Run 1, M1 wires:
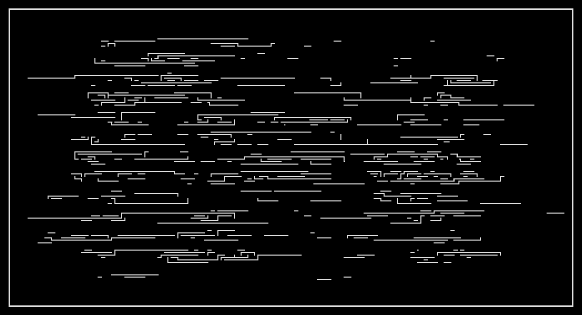
Run 1, metal 2:
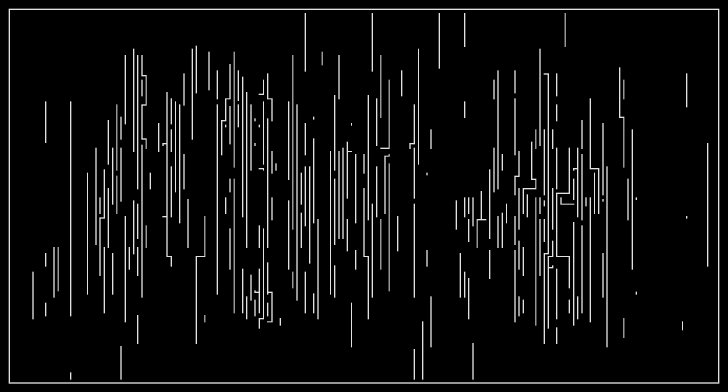
Run 1, metal 3:
Scale bar: 20 µm. Cells faint in the background.
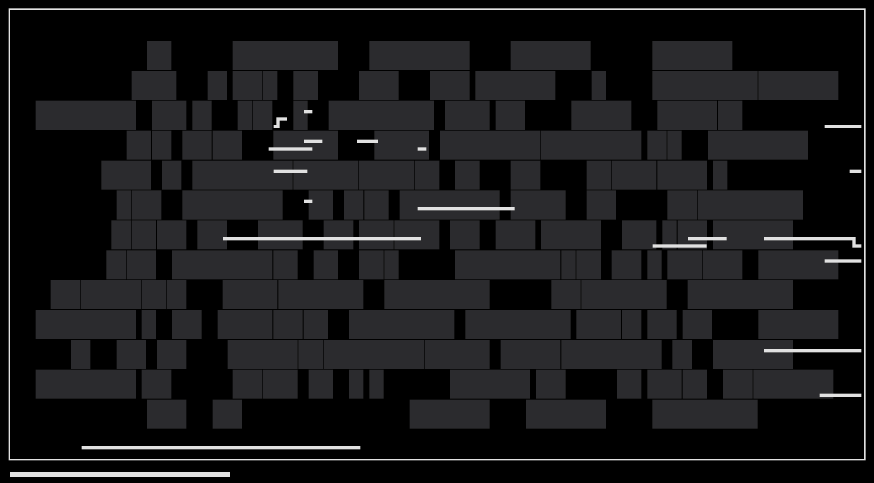
Design cpu_rst_seq, sky130hd; sources not shown.
==> out/qor.yml, run 1 <==
run_status:
  status: "finished, violations left"
  violations: "negative setup slack"
critical_path:
  end_kind: "flop"
  critPathRequiredTime_ns: 1.55
  critPathArrivalTime_ns: 1.59
  path_delay_family: "simple AND/OR/NAND/NOR gates"
  cp_max_fo: 4
  cpPeakStageDelay_ns: 0.59
  path_buffers: 0
  worst-path-stages: 3
  path_cells: "or4_4 -> o311ai_2 -> a31oi_1"
power:
  switchingPower_uw: 260
  p_seq_share_pct: 54.4
  cellInternalPower_uw: 924
  fin_total_pwr_uw: 1180
  comb-power_uw: 76.5
  top_power_group: "sequential cells"
  p_clk_uw: 463
  cellPowerDensity_nw_per_um2: 667
  switching_share_pct: 22.0
  pwr-share-comb_pct: 6.5
  clkPwrFrac_pct: 39.1
  leakagePower_uw: 0.000723
synthesis:
  synth_stat.cells: 105
  syn_inst: 105
  yosys.area.top_type: "dfrtp_1"
  ys_area_um2: 1090
  ys_warn_count: 0
  aoi_share_pct: 14.4
  top_cell: "dfrtp_1"
  ys_sh_mux_pct: 4.14
  flop_cell: "dfrtp_1"
  synth.top_cell.area_share_pct: 50.6
  yosys_register_bits: 22
  async_flop_share_pct: 100
  syn_area_um2: 1090
  postSynthSeqShare_pct: 50.6
  common_cells: "dfrtp_1, nand2_1, nand3_1, or3_1"
  xor_area_share_pct: 2.42
grt:
  grt_usage_pct: 18.9
  top_usage_layer: "met2"
  antenna_found_initial: 0
die:
  rows: 13
  design.core.area_um2: 2590
  tapCellCount: 37
  initial_core_util_pct: 42.0
  die-width_um: 77.7
  die_h_um: 40.9
  ios: 16
sta:
  fin_crit_sh_pct: 102
  fmax_mhz: 692
  holdWs_ns: 0.354
  relSlewSlack_pct: 80.2
  rsz0062_at_grt: "true"
  finalCriticalPeriod_ns: 1.44
  slew_viol_final: 0
  setup_viol: 2
  finalClockSkew_ns: 0.00454
  setup_ws_ns: -0.0343
  hold_viol: 0
finish:
  inverters_excl_clock: 4
  n_clock_buffer: 4
  regArea_um2: 563
  nets: 152
  mostFrequentLayoutCells: "buf_4, dfrtp_1, buf_12"
  clk_share_pct: 3.10
  nFillCells: 204
  seq-cell-share_pct: 31.7
  layout.nonclk_buf_share_pct: 26.4
  area_growth_syn_to_layout_pct: 63.3
  drive_gt1_share_pct: 47.6
  lay_top_count: "buf_4"
  largest_cell_class: "multi-input combinational cells"
  comb_area_share_pct: 35.3
run:
  maxCapViolCount: 0
  tool_warnings: 29
worst_hold_path:
  hold_class: "reg -> reg"
  hold_depth: 0
cts:
  clock_latency_ns: 0.27
  post_cts_resized: 19
  numCtsBuffers: 3
  clock-sinks: 22
  ctsHoldBuffers: 0
  clk_pin_slew_ns: 0.08
detailed_routing:
  met1_length_mm: 1.18
  antenna_left: 0
  drc: 0
  drtIter0Drc: 22
  highest_layer: "met4"
  drt-pass1-iter-count: 4
  drt-vias-per-instance: 5.55
  wl_met3_um: 98
  routedWlPerCell_um: 14.6
placement:
  dp_cells: 173
  gp_congestion: 0.847
  place_area_um2: 1560
  hpwl_mm: 1.70
Back to the opening pictures, 'M1 wires':
wire length on this layer: 1,180 µm
main direction: horizontal
share of all routed wire: 45%
longest straight run: 19.8 µm
grt met1 use: 21.7%
total number of vias: 1,011
final WL: 2.65 mm

Back to the opening pictures, 'metal 2':
longest straight run: 23.5 µm
share of all routed wire: 50%
nets with wire on the layer: 137
wire length on this layer: 1,320 µm
global-route track usage on met2: 34.5%

Back to the opening pictures, 'metal 3':
longest straight run: 25.1 µm
nets with wire on the layer: 14
share of all routed wire: 3.7%
wire length on this layer: 99.0 µm
met3 Use GR: 5.73%

--- run 2 (diff from run 1) ---
--- a/config.mk
+++ b/config.mk
@@ -5,7 +5,6 @@
 export SDC_FILE = /design/constraint.sdc
 export NUM_CORES = 1
 export LEC_CHECK = 0
-export CORE_ASPECT_RATIO = 0.5
 export CORE_MARGIN = 2
 export CORE_UTILIZATION = 40
 export CTS_CLUSTER_SIZE = 25
Run 2, sequential cells coloured by netlist name:
Scale bar: 20 µm. Other sequential cells in the stronger grey, the rest of the logic in the fainter grey.
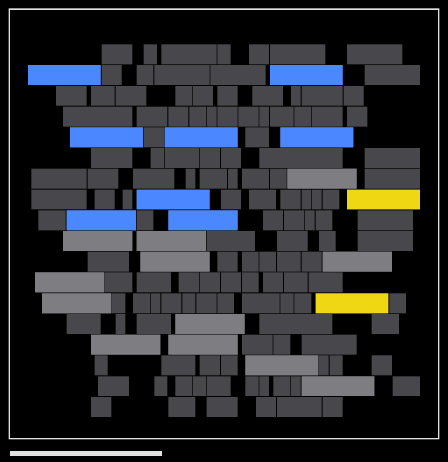
[lock_loss_cnt] blue | placed flops: 8
[state] yellow | placed flops: 2
not coloured: 12
seq pwr: 645 µW
Final Util: 72.9%
Flop area: 563 µm²
flop share of the area: 30.6%

==> out/qor.yml, run 2 <==
run_status:
  status: "finished, violations left"
  violations: "negative setup slack"
synthesis:
  async_flop_share_pct: 100
  yosys_register_bits: 22
  xor_area_share_pct: 2.42
  syn_area_per_cell_um2: 10.4
  ys_area_um2: 1090
  syn_area_um2: 1090
  fp_nets: 111
  common_cells: "dfrtp_1, nand2_1, nand3_1, or3_1"
  synth.top_cell.area_share_pct: 50.6
  synth_stat.cells: 105
  top_cell: "dfrtp_1"
  ys_sh_adder_pct: 2.30
  postSynthSeqShare_pct: 50.6
  ys_warn_count: 0
  aoi_share_pct: 14.4
  ys_sh_mux_pct: 4.14
  flop_cell: "dfrtp_1"
  edf_count: 0
  syn_inst: 105
  yosys.area.top_type: "dfrtp_1"
finish:
  ff_count: 22
  nets: 158
  inverters_excl_clock: 4
  comb_area_share_pct: 34.4
  mostFrequentLayoutCells: "buf_4, buf_12, dfrtp_1"
  layout.cells.non_filler: 181
  lay_top_count: "buf_4"
  area_growth_syn_to_layout_pct: 69.2
  drive_gt1_share_pct: 53.6
  largest_cell_class: "multi-input combinational cells"
  clk_share_pct: 2.86
  insertedDiodeCount: 0
  logic_area_um2: 633
  layout.nonclk_buf_share_pct: 29.3
  nFillCells: 166
  n_clock_buffer: 3
cts:
  post_cts_resized: 17
  ctsHoldBuffers: 0
  clock-sinks: 22
  clk_pin_slew_ns: 0.12
  numCtsBuffers: 3
  clock_latency_ns: 0.31
  clockRootBuffer: "clkbuf_4"
sta:
  setup_ws_ns: -0.0651
  slew_viol_final: 0
  finalCriticalPeriod_ns: 1.48
  finalClockSkew_ns: 0.00343
  relSlewSlack_pct: 80.9
  fmax_mhz: 678
  setup_viol: 5
  rsz0062_at_grt: "true"
  fin_crit_sh_pct: 105
  hold_viol: 0
  holdWs_ns: 0.310
critical_path:
  end_kind: "flop"
  worst-path-stages: 3
  path_delay_family: "simple AND/OR/NAND/NOR gates"
  slowest_stage: "or4_4"
  cp_max_fo: 4
  critPathRequiredTime_ns: 1.61
  critPathArrivalTime_ns: 1.67
  path_class: "reg -> reg"
  cpPeakStageDelay_ns: 0.59
  path_cells: "or4_4 -> o311ai_4 -> a31oi_1"
  path_buffers: 0
grt:
  grtUsageMet1_pct: 23.9
  grt-ovfl-total: 0
  antenna_found_initial: 0
  top_usage_layer: "met2"
  grt_usage_pct: 17.7
  grtUsageMet3_pct: 5.12
run:
  maxCapViolCount: 0
  tool_warnings: 29
detailed_routing:
  drt-pass1-iter-count: 4
  drtIter0Drc: 30
  wl_met3_um: 114
  antenna_left: 0
  drt-vias-per-instance: 5.48
  wl_mm: 2.62
  met1_length_mm: 1.27
  highest_layer: "met4"
  drc: 0
  routedWlPerCell_um: 14.5
die:
  initial_core_util_pct: 43.1
  design.core.area_um2: 2520
  dieArea_um2: 3150
  ios: 16
  rows: 18
  die_h_um: 56.1
  die-width_um: 56.1
  tapCellCount: 30
power:
  switchingPower_uw: 243
  switching_share_pct: 20.2
  clkPwrFrac_pct: 40.4
  top_power_group: "sequential cells"
  p_clk_uw: 486
  cellInternalPower_uw: 959
  leakagePower_uw: 0.000762
  p_seq_share_pct: 53.7
  fin_total_pwr_uw: 1200
  pwr-share-comb_pct: 5.9
  comb-power_uw: 70.4
  cellPowerDensity_nw_per_um2: 653
placement:
  post-place-ws_ns: -0.0386
  gp_congestion: 0.788
  hpwl_mm: 1.69
  dp_cells: 166
  place_area_um2: 1550
worst_hold_path:
  hold_class: "in -> async"
Run 2, metal 2:
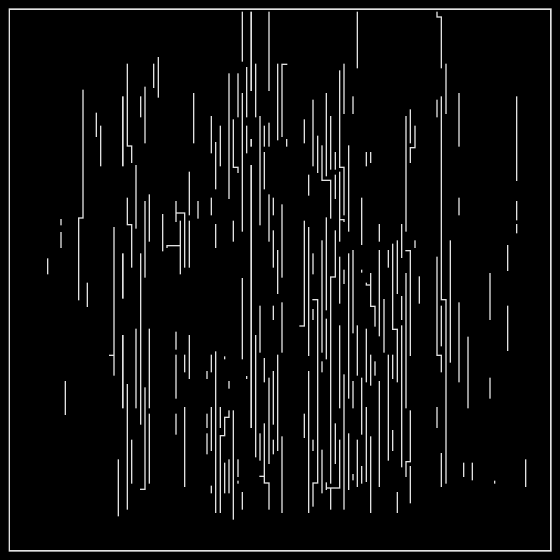
main direction: vertical
wire length on this layer: 1,210 µm
longest straight run: 27.2 µm
share of all routed wire: 46%
total number of vias: 991
global-route track usage on met2: 27.1%

No activity file was given, so power comes from the tool's default toggle rates.
